## config.mk

```make
export PLATFORM = sky130hd
export DESIGN_NAME = branch_target_buffer_flat
export DESIGN_NICKNAME = d
export VERILOG_FILES = /design/src/rtl/branch_target_buffer_if.sv /design/src/rtl/branch_target_buffer.sv /design/src/flat_wrapper.sv
export SDC_FILE = /design/constraint.sdc
export NUM_CORES = 2
export LEC_CHECK = 0
export ABC_AREA = 0
export CAP_MARGIN = 0
export CORE_MARGIN = 4
export CORE_UTILIZATION = 50
export CTS_CLUSTER_SIZE = 14
export DETAILED_ROUTE_END_ITERATION = 6
export PLACE_DENSITY = 0.7
export SLEW_MARGIN = 20
export SYNTH_ARGS = -nofsm -noshare
export SYNTH_HDL_FRONTEND = slang
export SYNTH_SLANG_ARGS = --single-unit
export TNS_END_PERCENT = 100
```

## constraint.sdc

```tcl
create_clock -name clk -period 6.47 [get_ports clk]
set_input_delay 1.294 -clock clk [delete_from_list [all_inputs] [get_ports clk]]
set_output_delay 1.294 -clock clk [all_outputs]
set_load 0.05 [all_outputs]
```

## src/rtl/branch_target_buffer_if.sv

```systemverilog
// Signal bundle between the fetch/decode/execute pipeline and the branch
// target buffer. The pipeline side is the master: it presents PCs, pipeline
// control and resolved branch outcomes. The predictor side is the slave: it
// returns the prediction, the EX-stage prediction bit and the statistics.
interface branch_target_buffer_if;
   // fetch-stage lookup
   logic [31:0] PCF;
   logic        PredictedF;
   logic [31:0] PredictedPC;

   // pipeline-register control for the ID and EX stages
   logic        StallD;
   logic        FlushD;
   logic        StallE;
   logic        FlushE;

   // execute-stage resolution and training
   logic        PredictedE;
   logic [31:0] PCE;
   logic        IsBranchE;
   logic        BranchE;
   logic [31:0] BranchTarget;

   // statistics
   logic [31:0] BranchCount;
   logic [31:0] MissCount;

   modport master (
      output PCF,
      output StallD, FlushD, StallE, FlushE,
      output PCE, IsBranchE, BranchE, BranchTarget,
      input  PredictedF, PredictedPC, PredictedE,
      input  BranchCount, MissCount
   );

   modport slave (
      input  PCF,
      input  StallD, FlushD, StallE, FlushE,
      input  PCE, IsBranchE, BranchE, BranchTarget,
      output PredictedF, PredictedPC, PredictedE,
      output BranchCount, MissCount
   );
endinterface

```

## src/rtl/branch_target_buffer.sv

```systemverilog
// Direct-mapped branch target buffer with 2-bit saturating counters.
// Lookup is purely combinational from the fetch PC so the NPC generator can
// use the prediction in the same cycle. The prediction bit is carried through
// the ID and EX pipeline registers so a misprediction can be detected in EX,
// where resolved conditional branches also train the table.
module branch_target_buffer #(
   parameter int INDEX_W = 6,
   parameter int TAG_W   = 30 - INDEX_W
) (
   input  logic                  clk,
   input  logic                  rst_n,
   branch_target_buffer_if.slave bus
);

   localparam int ENTRIES = 1 << INDEX_W;

   localparam logic [1:0] CNT_MAX    = 2'b11;
   localparam logic [1:0] CNT_MIN    = 2'b00;
   localparam logic [1:0] CNT_WEAK_T = 2'b10;

   // ------------------------------------------------------------------
   // Storage
   // ------------------------------------------------------------------
   logic [ENTRIES-1:0] r_valid;
   logic [TAG_W-1:0]   r_tag    [ENTRIES];
   logic [29:0]        r_target [ENTRIES];
   logic [1:0]         r_cnt    [ENTRIES];

   // prediction bit travelling alongside the instruction in ID and EX
   logic               r_pred_d;
   logic               r_pred_e;

   logic [31:0]        r_branch_count;
   logic [31:0]        r_miss_count;

   // ------------------------------------------------------------------
   // Fetch-stage lookup
   // ------------------------------------------------------------------
   logic [INDEX_W-1:0] w_f_idx;
   logic [TAG_W-1:0]   w_f_tag;
   logic               w_f_hit;
   logic               w_pred_f;

   assign w_f_idx  = bus.PCF[INDEX_W+1:2];
   assign w_f_tag  = bus.PCF[INDEX_W+2 +: TAG_W];
   assign w_f_hit  = r_valid[w_f_idx] && (r_tag[w_f_idx] == w_f_tag);
   // upper counter bit set means weakly or strongly taken
   assign w_pred_f = w_f_hit && r_cnt[w_f_idx][1];

   assign bus.PredictedF  = w_pred_f;
   assign bus.PredictedPC = w_pred_f ? {r_target[w_f_idx], 2'b00} : 32'h0000_0000;

   // ------------------------------------------------------------------
   // Execute-stage training
   // ------------------------------------------------------------------
   logic [INDEX_W-1:0] w_e_idx;
   logic [TAG_W-1:0]   w_e_tag;
   logic               w_e_hit;
   logic               w_upd;
   logic               w_mispredict;
   logic [1:0]         w_cnt_next;

   assign w_e_idx = bus.PCE[INDEX_W+1:2];
   assign w_e_tag = bus.PCE[INDEX_W+2 +: TAG_W];
   assign w_e_hit = r_valid[w_e_idx] && (r_tag[w_e_idx] == w_e_tag);

   // a stalled branch trains only in the cycle it finally leaves EX
   assign w_upd        = bus.IsBranchE && !bus.StallE;
   assign w_mispredict = bus.BranchE ^ r_pred_e;

   // saturating step of the hit entry's counter toward the resolved outcome
   always_comb begin
      // NOTE: assigning a default first keeps every path driven, so no latch is inferred.
      w_cnt_next = r_cnt[w_e_idx];
      if (bus.BranchE) begin
         if (r_cnt[w_e_idx] != CNT_MAX) w_cnt_next = r_cnt[w_e_idx] + 2'd1;
      end else begin
         if (r_cnt[w_e_idx] != CNT_MIN) w_cnt_next = r_cnt[w_e_idx] - 2'd1;
      end
   end

   // valid bits: set on a taken-branch allocation, cleared only by reset
   always_ff @(posedge clk or negedge rst_n) begin
      if (!rst_n) begin
         // NOTE: sequential state uses non-blocking assignments so every flop samples pre-edge values.
         r_valid <= '0;
      end else if (w_upd && bus.BranchE) begin
         r_valid[w_e_idx] <= 1'b1;
      end
   end

   // entry payload: counter/target update on a hit, replacement on a taken miss
   always_ff @(posedge clk) begin
      // NOTE: the payload array has no reset; a cleared valid bit masks whatever it holds.
      if (w_upd) begin
         if (w_e_hit) begin
            r_cnt[w_e_idx] <= w_cnt_next;
            if (bus.BranchE) r_target[w_e_idx] <= bus.BranchTarget[31:2];
         end else if (bus.BranchE) begin
            r_tag[w_e_idx]    <= w_e_tag;
            r_target[w_e_idx] <= bus.BranchTarget[31:2];
            r_cnt[w_e_idx]    <= CNT_WEAK_T;
         end
      end
   end

   // ------------------------------------------------------------------
   // Prediction pipeline (flush wins over stall)
   // ------------------------------------------------------------------
   // carry the fetch prediction through the ID and EX pipeline registers
   always_ff @(posedge clk or negedge rst_n) begin
      if (!rst_n) begin
         r_pred_d <= 1'b0;
         r_pred_e <= 1'b0;
      end else begin
         if (bus.FlushD)      r_pred_d <= 1'b0;
         else if (!bus.StallD) r_pred_d <= w_pred_f;

         if (bus.FlushE)      r_pred_e <= 1'b0;
         else if (!bus.StallE) r_pred_e <= r_pred_d;
      end
   end

   assign bus.PredictedE = r_pred_e;

   // ------------------------------------------------------------------
   // Statistics (both wrap naturally at 2^32)
   // ------------------------------------------------------------------
   // count trained branches and those whose outcome disagreed with the prediction
   always_ff @(posedge clk or negedge rst_n) begin
      if (!rst_n) begin
         r_branch_count <= 32'd0;
         r_miss_count   <= 32'd0;
      end else if (w_upd) begin
         r_branch_count <= r_branch_count + 32'd1;
         if (w_mispredict) r_miss_count <= r_miss_count + 32'd1;
      end
   end

   assign bus.BranchCount = r_branch_count;
   assign bus.MissCount   = r_miss_count;

endmodule

```

## src/flat_wrapper.sv

```systemverilog
// flat-port wrapper written by rule: the top's interface ports become plain ports
module branch_target_buffer_flat 
#(
   parameter int INDEX_W = 6,
   parameter int TAG_W   = 30 - INDEX_W
)
  (clk, rst_n, bus_PCF, bus_StallD, bus_FlushD, bus_StallE, bus_FlushE, bus_PCE, bus_IsBranchE, bus_BranchE, bus_BranchTarget, bus_PredictedF, bus_PredictedPC, bus_PredictedE, bus_BranchCount, bus_MissCount);
  branch_target_buffer_if bus_i ();
  input  logic clk;
  input  logic rst_n;
  input wire logic [$bits(bus_i.PCF)-1:0] bus_PCF;
  input wire logic [$bits(bus_i.StallD)-1:0] bus_StallD;
  input wire logic [$bits(bus_i.FlushD)-1:0] bus_FlushD;
  input wire logic [$bits(bus_i.StallE)-1:0] bus_StallE;
  input wire logic [$bits(bus_i.FlushE)-1:0] bus_FlushE;
  input wire logic [$bits(bus_i.PCE)-1:0] bus_PCE;
  input wire logic [$bits(bus_i.IsBranchE)-1:0] bus_IsBranchE;
  input wire logic [$bits(bus_i.BranchE)-1:0] bus_BranchE;
  input wire logic [$bits(bus_i.BranchTarget)-1:0] bus_BranchTarget;
  output wire logic [$bits(bus_i.PredictedF)-1:0] bus_PredictedF;
  output wire logic [$bits(bus_i.PredictedPC)-1:0] bus_PredictedPC;
  output wire logic [$bits(bus_i.PredictedE)-1:0] bus_PredictedE;
  output wire logic [$bits(bus_i.BranchCount)-1:0] bus_BranchCount;
  output wire logic [$bits(bus_i.MissCount)-1:0] bus_MissCount;
  assign bus_i.PCF = bus_PCF;
  assign bus_i.StallD = bus_StallD;
  assign bus_i.FlushD = bus_FlushD;
  assign bus_i.StallE = bus_StallE;
  assign bus_i.FlushE = bus_FlushE;
  assign bus_i.PCE = bus_PCE;
  assign bus_i.IsBranchE = bus_IsBranchE;
  assign bus_i.BranchE = bus_BranchE;
  assign bus_i.BranchTarget = bus_BranchTarget;
  assign bus_PredictedF = bus_i.PredictedF;
  assign bus_PredictedPC = bus_i.PredictedPC;
  assign bus_PredictedE = bus_i.PredictedE;
  assign bus_BranchCount = bus_i.BranchCount;
  assign bus_MissCount = bus_i.MissCount;
  branch_target_buffer #(.INDEX_W(INDEX_W), .TAG_W(TAG_W)) u_core (.clk(clk), .rst_n(rst_n), .bus(bus_i));
endmodule
```

The metal 1 layer:
Supply wires on this layer in gray. Cells faint in the background.
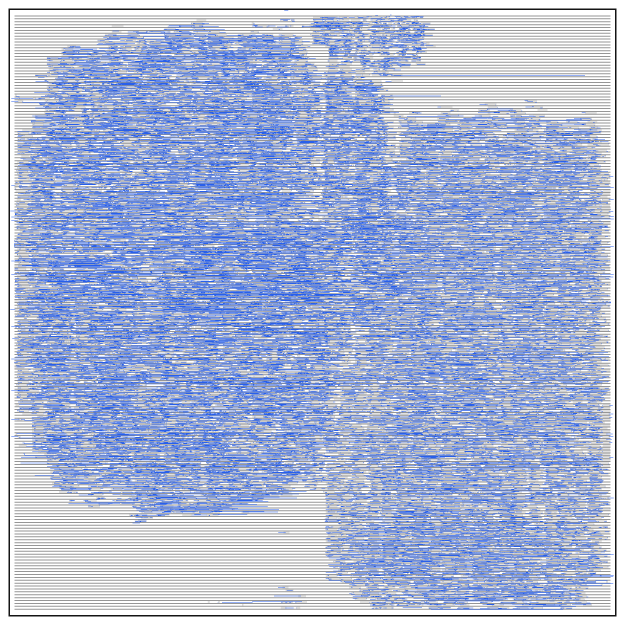
The layer carries 186 mm of wire. The longest straight run is 179 microns. 8536 nets have wire on it. The wires run mostly horizontal. The layer holds 34% of the routed length.
GR Util met1: 43.65%
Total Routed Length: 546.6 mm
Vias: 94710

Clock wiring as the flow saved it:
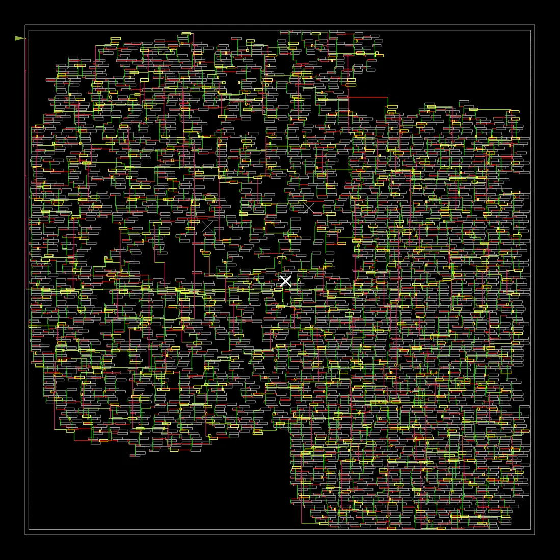
Clock Sink Count: 3714
Final Skew: 0.07209 ns
Clk. pwr: 21.9 mW
flip-flops: 3714

==> results.tsv <==
metric	value	unit
status	finished with violations	
violations	DRC, setup timing	
postLayoutSetupSlackWorst	-0.7968	ns
die_y	568.6	microns
grtUsageTotal	33.33	%
r2r-end	u_core.r_cnt[60][1]	
cts-buffers-inserted	377	
largest_reg_flops	1920	
placed_cell_area	0.1730	sq mm
simple_gate_share	2.429	%
pre_cts_ws	-1.804	ns
p_clk_share	41.6	%
worstPathCellList	buf_16 > buf_16 > buf_12 > mux4_2 > mux4_2 > mux2i_2 > buf_4 > mux2i_4 > xnor2_2 > o211ai_1 > nor4_4 > buf_4 > nand4_1 > buf_12 > buf_6 > a211oi_4 > buf_4 > buf_12	
r2r_setup_slack	1.24	ns
rsz0062_at_grt	true	
warning_count	40	
switchingPower	12.04	mW
max-slew-margin-rel	21.53	%
n_all_buffers	1148	
comb_area	0.04495	sq mm
ys_seq_elements	3714	
grt_pass1_vias	92700	
num_tap_cells	4140	
p_leak	60.35	nW
critical_path.endpoint_type	output port	
maxPowerGroup	sequential cells	
buffer_area_share	6.868	%
worst-path-buf-inv	9	
yosysUniqueCellTypes	83	
cts_tree	yes	
overflow	0	
ys_sh_adder	0.02866	%
r2r_start	u_core.r_tag[11][16]	
hold_path.class	in2async	
path_max_fanout	8	
ff_type	edfxtp_1	
die_area	0.3233	sq mm
drive_gt1_share	36.33	%
mux_area_share	19.88	%
num-multi-input-gates	3454	
core_area	0.3124	sq mm
yosys-stat-area	0.1572	sq mm
ios	202	
fp_util	50.30	%
maxSlewViolCount	0	
drc	5	
holdBufCountCts	0	
cp_top_family	buffers and inverters	
largestClassByArea	sequential cells	
start_kind	input pin	
areaGrowthSynthToFinish	18.51	%
final_nets	8822	
cp.depth	18	
port_buffers	193	
grt_pass1_wl	750.2	mm
fmax	137.6	MHz
wl_per_cell	41.44	microns
cp.required	5.18	ns
finalCritPeriodShare	112.3	%
cts-root-buf	clkbuf_16	
dr.pass1.iters	7	
ys_cells	7762	
synth_area	0.1572	sq mm
synthTopLogicFamily	multiplexers	
combPwrFrac	7.9	%
synth_seq_share	70.55	%
cts_buffer_depth	4	
maxCapViolCount	0	
swShare	22.87	%
gp_congestion	0.9816	
hold_violations	0	
synth-async-reset-ratio	3.500	%
antenna_found_initial	42	
nFillCells	21870	
dp_hpwl	339.2	mm
pg_seq	26.6	mW
stdcell_count	13190	
regMostFlops	u_core.r_target	
hold-worst-slack	0.3342	ns
clock_area_share	6.588	%
powerDensity	282.5	mW/mm^2
dpl.cell_count	12440	
ctsResizeCount	63	
antenna_cells	26	
die_x	568.6	microns
tns	-23.38	ns
crit_path_max_incr_delay	0.61	ns
grt_max_degree	128	
htree_num_levels	5	
tightest_slew	1.172	ns
synthAoiAreaFrac	4.744	%
drt-initial-drc-count	17220	
power	52.62	mW
path_clk_slew	0.06	ns
critPathSlowestCell	nor4_4	
enable_flop_cells	3584	
cp-endpoint	bus_PredictedPC[23]	
cts_setup_buffers	17	
clock.latency.late_pin	0.97	ns
yosys.area_share.xor_xnor	0.6019	%
clkbuf_count	449	
reg2regPathDepth	12	
seq_area	0.1109	sq mm
setup_viol_count_final	33	
reg.largest.list	u_core.r_target: 1920 flops, u_core.r_tag: 1536 flops, u_core.r_cnt: 128 flops	
yosys_warnings	0	
drt.antenna.violating_nets	0	
critPathKind	in2out	
p_comb	4.15	mW
crit_arrival	5.97	ns
min_period	7.267	ns
n_all_inverters	21	
sh_comb_area	24.13	%
startpoint	bus_PCF[3]	
synthCells	7762	
intPower	40.58	mW
via_per_inst	7.181	
utilization	59.61	%
ir_drop	245.6	uV
synth.avg_cell_area	20.25	sq um
seqPwrFrac	50.6	%
Cells colored by class:
The bar under the picture is 200 microns long.
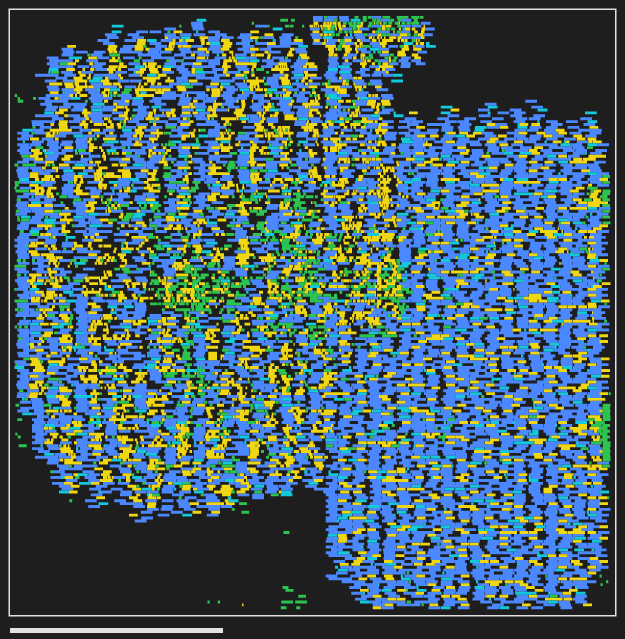
all other logic: shown in yellow, cells 3475, share of their area 25%. other buffers and delay cells: shown in green, cells 1148, share of their area 7.1%. clock drivers and dummy loads: shown in cyan, cells 687, share of their area 6.8%. flip-flops: shown in blue, cells 3714, share of their area 61%.
Finished Cell Area: 0.1862 sq mm
row cnt: 205
Seq area share: 59.53%

[cells in the final DEF (no fill, tap or decap), types with 78 or more instances in the layout]
cell             instances
nor2_1                  92
mux2_2                 181
clkdlybuf4s50_1         98
a221o_1                 89
buf_12                 295
mux4_2                1176
clkinv_1                90
a21oi_1                 79
a22oi_1                152
clkbuf_16              381
buf_4                  671
edfxtp_1              3584
nand2_1                190
dfrtp_1                130
mux2i_1                240
a221oi_1               135
o22ai_1                 92
o21ai_0                 78
[synthesized netlist by cell type (all sizes together), types with 6 or more instances]
master / instances / area [sq um]
a211oi: 88 / 850.8
a21oi: 80 / 400.4
a221o: 90 / 900.9
a221oi: 137 / 1200
a222oi: 22 / 220.2
a22o: 57 / 499.2
a22oi: 152 / 1141
a31oi: 26 / 162.7
and2: 36 / 225.2
and3: 22 / 137.6
and3b: 6 / 52.55
buf: 337 / 1799
clkbuf: 237 / 889.6
dfrtp: 130 / 3253
edfxtp: 3584 / 107600
inv: 21 / 78.82
mux2: 200 / 2256
mux2i: 250 / 2502
mux4: 1176 / 26490
nand2: 194 / 728.2
nand2b: 14 / 87.58
nand3: 61 / 305.3
nand3b: 11 / 82.58
nand4: 26 / 162.7
nor2: 159 / 596.8
nor2b: 21 / 131.4
nor3: 89 / 445.4
nor4: 27 / 181.4
o211ai: 10 / 75.07
o21ai: 80 / 400.4
o221ai: 18 / 157.7
o22a: 13 / 113.9
o22ai: 93 / 581.8
o2bb2ai: 29 / 254.0
or2: 66 / 412.9
xnor2: 70 / 613.1
xor2: 38 / 332.8
[layer usage]
| metal | part of all wire [%] | global-route usage [%] |
|---|---|---|
| met1 | 34 | 43.65 |
| met2 | 45 | 49.82 |
| met3 | 13 | 9.401 |
| met4 | 7.4 | 20.47 |
| met5 | 0.028 | 0.04462 |
Power is estimated from default activity; no workload was simulated.
